<file path="src/rtl/shift_arbiter.sv">
// shift_arbiter: round-robin front end that shares one barrel shifter
// between two requesters. Operands are registered onto the shifter
// inputs on accept, the combinational result is captured one cycle
// later and held on a valid/ready response channel tagged with the
// owning requester.
module shift_arbiter #(
    parameter int unsigned RR_INIT = 0
) (
    input  logic        clk,
    input  logic        rst,
    input  logic        req0_valid,
    output logic        req0_ready,
    input  logic [31:0] req0_a,
    input  logic [4:0]  req0_b,
    input  logic [1:0]  req0_aluc,
    input  logic        req1_valid,
    output logic        req1_ready,
    input  logic [31:0] req1_a,
    input  logic [4:0]  req1_b,
    input  logic [1:0]  req1_aluc,
    output logic [31:0] sh_a,
    output logic [4:0]  sh_b,
    output logic [1:0]  sh_aluc,
    input  logic [31:0] sh_c,
    output logic        rsp_valid,
    input  logic        rsp_ready,
    output logic        rsp_id,
    output logic [31:0] rsp_data,
    output logic        busy
);

    typedef enum logic [1:0] {
        IDLE = 2'd0,
        EXEC = 2'd1,
        RESP = 2'd2
    } state_t;

    localparam logic PRIO_INIT = (RR_INIT != 0);

    state_t state, state_nx;
    logic   prio;
    logic   owner;
    logic   grant0, grant1;

    // Arbitration and handshake outputs; ready is gated by reset so no
    // request can be accepted while the block is being cleared.
    always_comb begin
        grant0     = req0_valid & (~req1_valid | (prio == 1'b0));
        grant1     = req1_valid & (~req0_valid | (prio == 1'b1));
        req0_ready = (state == IDLE) & grant0 & ~rst;
        req1_ready = (state == IDLE) & grant1 & ~rst;
        rsp_valid  = (state == RESP);
        busy       = (state != IDLE);
    end

    // Next-state logic.
    always_comb begin
        state_nx = state;
        case (state)
            IDLE: if (req0_ready | req1_ready) state_nx = EXEC;
            EXEC: state_nx = RESP;
            RESP: if (rsp_ready) state_nx = IDLE;
            default: state_nx = IDLE;
        endcase
    end

    // State register.
    always_ff @(posedge clk) begin
        if (rst) state <= IDLE;
        else     state <= state_nx;
    end

    // Operand, result and priority registers.
    always_ff @(posedge clk) begin
        if (rst) begin
            sh_a     <= '0;
            sh_b     <= '0;
            sh_aluc  <= '0;
            owner    <= 1'b0;
            rsp_data <= '0;
            rsp_id   <= 1'b0;
            prio     <= PRIO_INIT;
        end else begin
            case (state)
                IDLE: begin
                    if (req0_ready) begin
                        sh_a    <= req0_a;
                        sh_b    <= req0_b;
                        sh_aluc <= req0_aluc;
                        owner   <= 1'b0;
                    end else if (req1_ready) begin
                        sh_a    <= req1_a;
                        sh_b    <= req1_b;
                        sh_aluc <= req1_aluc;
                        owner   <= 1'b1;
                    end
                end
                EXEC: begin
                    rsp_data <= sh_c;
                    rsp_id   <= owner;
                end
                RESP: begin
                    if (rsp_ready) prio <= ~owner;
                end
                default: ;
            endcase
        end
    end

endmodule

</file>
<file path="config.mk">
export PLATFORM = sky130hd
export DESIGN_NAME = shift_arbiter
export DESIGN_NICKNAME = d
export VERILOG_FILES = /design/src/rtl/shift_arbiter.sv
export SDC_FILE = /design/constraint.sdc
export NUM_CORES = 1
export LEC_CHECK = 0
export CAP_MARGIN = 5
export CELL_PAD_IN_SITES_DETAIL_PLACEMENT = 1
export CELL_PAD_IN_SITES_GLOBAL_PLACEMENT = 1
export CORE_UTILIZATION = 30
export DETAILED_ROUTE_END_ITERATION = 8
export GPL_TIMING_DRIVEN = 0
export PLACE_DENSITY = 0.93
export SYNTH_ARGS = -nofsm -noshare
export SYNTH_HDL_FRONTEND = slang
export SYNTH_SLANG_ARGS = --single-unit
</file>
<file path="constraint.sdc">
create_clock -name clk -period 2.25 [get_ports clk]
set_input_delay 0.45 -clock clk [delete_from_list [all_inputs] [get_ports clk]]
set_output_delay 0.45 -clock clk [all_outputs]
set_load 0.01 [all_outputs]
</file>
Run 1, cell density map:
Drawn at 2 px/um. 11 x 11 tiles, from dark purple (low) to yellow (high), 0 to 100% covered.
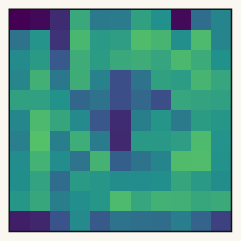
mean over tiles: 47%
fullest tile: 71%
nearly empty tiles: 0.80%

Run 1, the clock network:
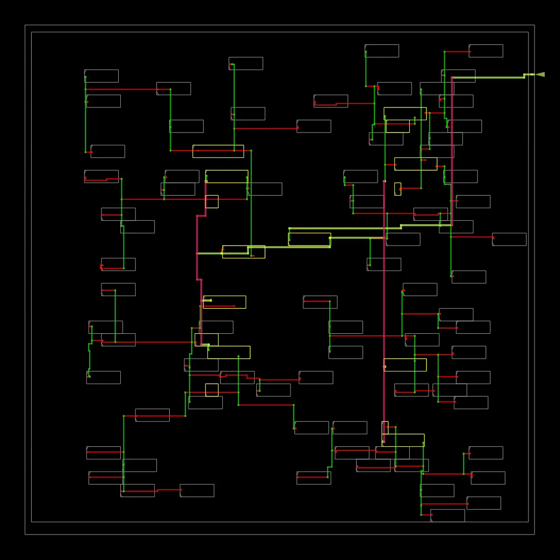
Clock Buffer Count: 13
Late-Pin Clk Latency: 0.33 ns

Run 1, nets reached from selected ports:
Drawn at 3 px/um.
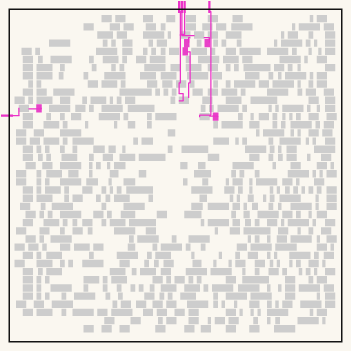
legend:
  req0_b:
    color: magenta
    direction: input
    edge: 4 top, 1 left
    end_cells: 5
    buffers: 5
    wire: 130 um
# port buffers: 190
Ports: 191

Run 1, where the registers sit:
Drawn at 3 px/um. Other sequential cells in the stronger gray, the rest of the logic in the fainter gray.
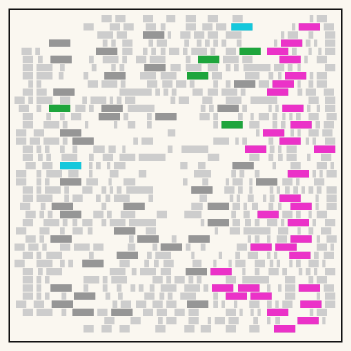
legend:
  rsp_data:
    color: magenta
    placed_flops: 32
    where: a vertical strip on the right
  sh_aluc:
    color: cyan
    placed_flops: 2
  sh_b:
    color: green
    placed_flops: 5
not colored: 37

==> flow_metrics.tcl, run 1 <==
# flow metrics
set metrics [dict create \
    outcome "finished clean" \
    irDropWorstVdd_uv 329 \
    synthCells 401 \
    first_pass_iters 4 \
    cp_slowest_cell "clkdlybuf4s50_1" \
    worstHoldPathType "flop to flop" \
    endpoint "rsp_valid" \
    synth_area_um2 3520 \
    drc_errors 0 \
    cpPeakStageDelay_ns 0.59 \
    cts_buffer_depth 2 \
    cp.required_ns 1.80 \
    finalCritPeriodShare 0.930 \
    grt_max_degree 14 \
    min_period_ns 2.09 \
    skew_ns 0.00358 \
    seq_area_um2 1520 \
    topCellsByArea "dfxtp_1, a311oi_2, a21oi_1" \
    async_reset_ff_frac 0 \
    adder_share 0 \
    reg2reg_depth 5 \
    clkTransAtPathRegs_ns 0.06 \
    hpwlAfterDp_um 10300 \
    cp-end-kind "output pin" \
    top_cells_by_count "dfxtp_1, a21oi_1, nand2_1" \
    cp_max_fo 7 \
    setup_ws_ns 0.158 \
    ys_cells 401 \
    wire_per_inst_um 18.0 \
    hold_violations 0 \
    synth_area_per_cell_um2 8.78 \
    routabilityCongestion 0.723 \
    ant_nets 0 \
    crit_buf_inv 1 \
    ys_warn_count 0 \
    drt_iter0_markers 158 \
    layout-drive-gt1-share 0.147 \
    die_y_um 110 \
    fp-utilization 0.308 \
]
[run 1: routing by layer]
layer,vias to the layer above,part of all wire,GRT usage
met5,-,0,0
met4,0,0.017,0.0771
met3,16,0.079,0.0623
met2,140,0.53,0.426
met1,1880,0.38,0.222
li1,1852,-,-
[run 1: through the flow]
step	instances	total power, uW	setup TNS, ns	hold WS (ns)	cell area [um2]
2_1_floorplan	401	2060	0	0.441	3520
3_3_place_gp	734	2580	-1.07	0.441	5600
3_5_place_dp	734	2630	-1.09	0.450	5600
4_1_cts	750	4130	0	0.458	5920
5_1_grt	750	4270	0	0.480	5920
6_report	750	4080	0	0.456	5920
[run 1: timing repair]
item,CTS,global route
pin swaps,2,0
cloned,0,0
endpoints found under the hold margin,0,0
gates resized,5,2
buffers inserted,2,0
setup endpoints to repair,2,1
hold buffers,0,0
[run 1: cells by family (layout without fill, tap and decap cells)]
family / count (synthesis) / count (layout)
buf+inv: 49 / 255
simple gates: 118 / 118
flops: 76 / 76
mux: 1 / 1
compound gates: 157 / 157
[run 1: area by class of cell]
cell class                      count  share of cell area
Timing Repair Buffer              192               0.323
Clock inverter                      3             0.00761
Multi-Input combinational cell    276               0.294
Buffer                             44              0.0425
Sequential cell                    76               0.257
Inverter                            3             0.00190
Tap cell                          143              0.0302
Clock buffer                       13              0.0440
[run 1: worst min-delay path by stage]
| stage | startpoint | to | slack (ns) | cells past startpoint |
|---|---|---|---|---|
| finish | rsp_data[22] | rsp_data[22] | 0.46 | 2 |
| global route | rsp_data[22] | rsp_data[22] | 0.48 | 2 |
| CTS | rsp_data[22] | rsp_data[22] | 0.46 | 2 |
| detailed placement | rsp_data[22] | rsp_data[22] | 0.45 | 2 |
| global placement | rsp_id | rsp_id | 0.44 | 2 |
| floorplan | owner | rsp_id | 0.44 | 2 |
[run 1: power by group]
group          internal (uW)  switching (uW)
clock                    921             563
sequential              1460            68.7
combinational            564             506
[run 1: placed cells by master (no fill, tap or decap), types with 3 or more instances in the layout]
cell | netlist | final
clkdlybuf4s50_1 | 0 | 187
dfxtp_1 | 76 | 76
a21oi_1 | 74 | 74
nand2_1 | 66 | 66
nand3_1 | 39 | 39
a311oi_2 | 39 | 39
o21ai_1 | 38 | 38
buf_2 | 19 | 18
clkbuf_1 | 14 | 15
clkbuf_16 | 0 | 9
buf_4 | 4 | 6
buf_6 | 5 | 5
nor2_1 | 4 | 4
inv_1 | 3 | 3
o21ai_0 | 3 | 3
buf_1 | 3 | 3
[run 1: state kept, by name (all words and copies together), names as in the netlist]
| name | flops |
|---|---|
| rsp_id | 1 |
| owner | 1 |
| sh_b | 5 |
| rsp_data | 32 |
| prio | 1 |
| sh_a | 32 |
| sh_aluc | 2 |
| state | 2 |
[run 1: worst reg2reg max path: cells and delay by family, from the launching register on]
kind	cells	cell delay (ns)
buffers and inverters	2	0.64
flip-flops	1	0.43
AND-OR/OR-AND	3	0.60
Run 1, selected gate families:
Drawn at 4 px/um.
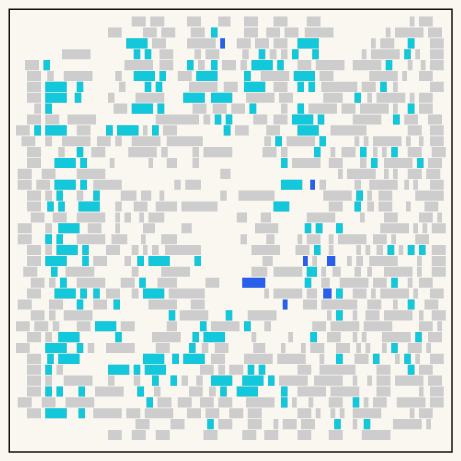

--- run 2 (diff from run 1) ---
--- a/config.mk
+++ b/config.mk
@@ -10,7 +10,7 @@
 export CELL_PAD_IN_SITES_GLOBAL_PLACEMENT = 1
 export CORE_UTILIZATION = 30
 export DETAILED_ROUTE_END_ITERATION = 8
-export GPL_TIMING_DRIVEN = 0
+export GPL_TIMING_DRIVEN = 1
 export PLACE_DENSITY = 0.93
 export SYNTH_ARGS = -nofsm -noshare
 export SYNTH_HDL_FRONTEND = slang
Run 2, selected gate families:
Drawn at 4 px/um.
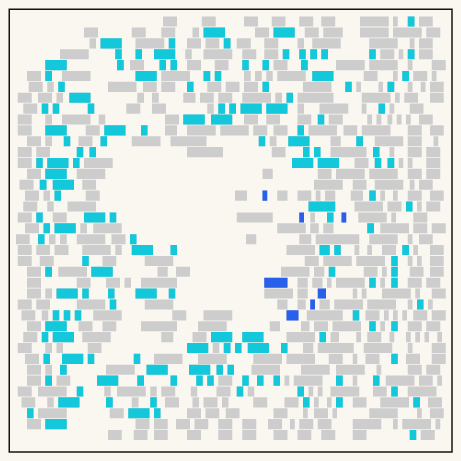
legend:
  NOR gates:
    color: blue
    cells: 7
    most_used: nor2_1
  inverting AOI/OAI gates:
    color: cyan
    cells: 156
    most_used: a21oi_1
    where: all over the die

==> run 2 against run 1 <==
  * Combinational power down 4%
  * First-iteration DRC count decreased by 11%
  * Sequential power about the same
  * Global-route usage is 1.9 points lower
  * Total power down 1.2%
  * Flip-flop count stayed put
  * Register-to-register slack about the same
  * Count of clock-buffer cells in the layout is 3 lower
  * Clock power about the same
  * Critical endpoint is now req1_ready
  * Largest cell class unchanged
  * Largest power group unchanged
==> flow_metrics.tcl, run 2 <==
# flow metrics
set metrics [dict create \
    outcome "finished clean" \
    async_reset_ff_frac 0 \
    reg.largest.list "rsp_data (32), sh_a (32), sh_b (5)" \
    first_pass_iters 5 \
    ctsHoldBuffers 0 \
    placed_cell_area_um2 5490 \
    layout_top_cells "clkdlybuf4s50_1, dfxtp_1, a21oi_1" \
    drc_errors 0 \
    cp.arrival_ns 1.62 \
    cts_buffer_depth 2 \
    endpoint "req1_ready" \
    worstHoldPathType "flop to flop" \
    ys_cells 401 \
    rrSetupSlack_ns 0.50 \
    clkTransAtPathRegs_ns 0.06 \
    hpwlAfterDp_um 8620 \
    post_cts_buffers 0 \
    min_period_ns 2.07 \
    final_area_um2 5800 \
    final_net_count 685 \
    hold_slack_ns 0.454 \
    start_kind "primary input" \
    routed-via-count 3688 \
    topCellsByArea "dfxtp_1, a311oi_2, a21oi_1" \
    drt_iter0_markers 141 \
    cp-end-kind "output pin" \
    top_cell "dfxtp_1" \
    fp-utilization 0.308 \
    post_cts_resize_count 2 \
    synth_area_um2 3520 \
    pin_count 191 \
    tool_warnings 26 \
    cp_max_fo 3 \
    ys_ff 76 \
    fin_tns_setup_ns 0 \
    aoi_share 0.338 \
    routabilityCongestion 0.703 \
    post-place-cells 702 \
    grt_max_degree 79 \
    hold_violations 0 \
    instances_no_fill 718 \
    adder_share 0 \
    layout-drive-gt1-share 0.130 \
    finalCritPeriodShare 0.921 \
    irDropWorstVdd_uv 368 \
    die_y_um 110 \
    skew_ns 0.00473 \
    cp.required_ns 1.80 \
    top_cells_by_count "dfxtp_1, a21oi_1, nand2_1" \
    clock_latency_ns 0.33 \
    reg2reg_depth 4 \
    port_buffers 190 \
    synthCells 401 \
    ys_warn_count 0 \
    layout.cells.most_common "clkdlybuf4s50_1" \
    synth_area_per_cell_um2 8.78 \
    ant_nets 0 \
    wire_per_inst_um 17.4 \
]
Run 2, cell density map:
Drawn at 2 px/um. 11 x 11 tiles, from dark purple (low) to yellow (high), 0 to 100% covered.
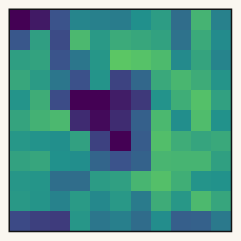
fullest tile: 74%
emptiest ninth of the die: middle
mean over tiles: 46%

run 2: critical path: stages:
cell and delay (ns):
clkdlybuf4s50_1 0.51, buf_4 0.14, inv_1 0.04, o21ai_0 0.14, nor2_1 0.05, dlygate4sd2_1 0.29
run 2: cell families after synthesis:
family / after synthesis
compound gates: 157
simple gates: 118
flops: 76
buf+inv: 49
mux: 1
run 2: worst min path at each step:
stage / cells past startpoint / from / to
floorplan: 2 / owner / rsp_id
global placement: 2 / rsp_data[18] / rsp_data[18]
detailed placement: 2 / rsp_data[25] / rsp_data[25]
CTS: 2 / rsp_data[1] / rsp_data[1]
global route: 2 / rsp_data[5] / rsp_data[5]
finish: 2 / rsp_data[1] / rsp_data[1]
run 2: cell type report:
class | instances | area, um2 | share of cell area
timing repair buffer | 204 | 2040 | 0.352
multi-input combinational | 276 | 1740 | 0.300
sequential | 76 | 1520 | 0.262
clock buffer | 10 | 239 | 0.0412
tap | 143 | 179 | 0.0309
clock inverter | 6 | 71.3 | 0.0123
inverter | 3 | 11.3 | 0.00194
run 2: stage by stage:
| step | power (uW) | util | setup WS (ns) |
|---|---|---|---|
| 2_1_floorplan | 2060 | - | 0.637 |
| 3_3_place_gp | 2550 | 0.481 | -0.0501 |
| 3_5_place_dp | 2590 | 0.481 | -0.0562 |
| 4_1_cts | 4080 | 0.508 | 0.172 |
| 5_1_grt | 4230 | 0.508 | 0.104 |
| 6_report | 4030 | 0.508 | 0.177 |
run 2: routing by layer:
layer | track usage | vias up | routed length [um]
li1 | - | 1795 | -
met1 | 0.227 | 1736 | 5150
met2 | 0.359 | 139 | 6170
met3 | 0.0570 | 18 | 937
met4 | 0.0761 | 0 | 210
met5 | 0 | - | 0
run 2: power by group:
part	internal, uW	switching [uW]
Clock	896	580
Sequential	1460	62.9
Combinational	541	493
Power and IR drop assume default switching activity.
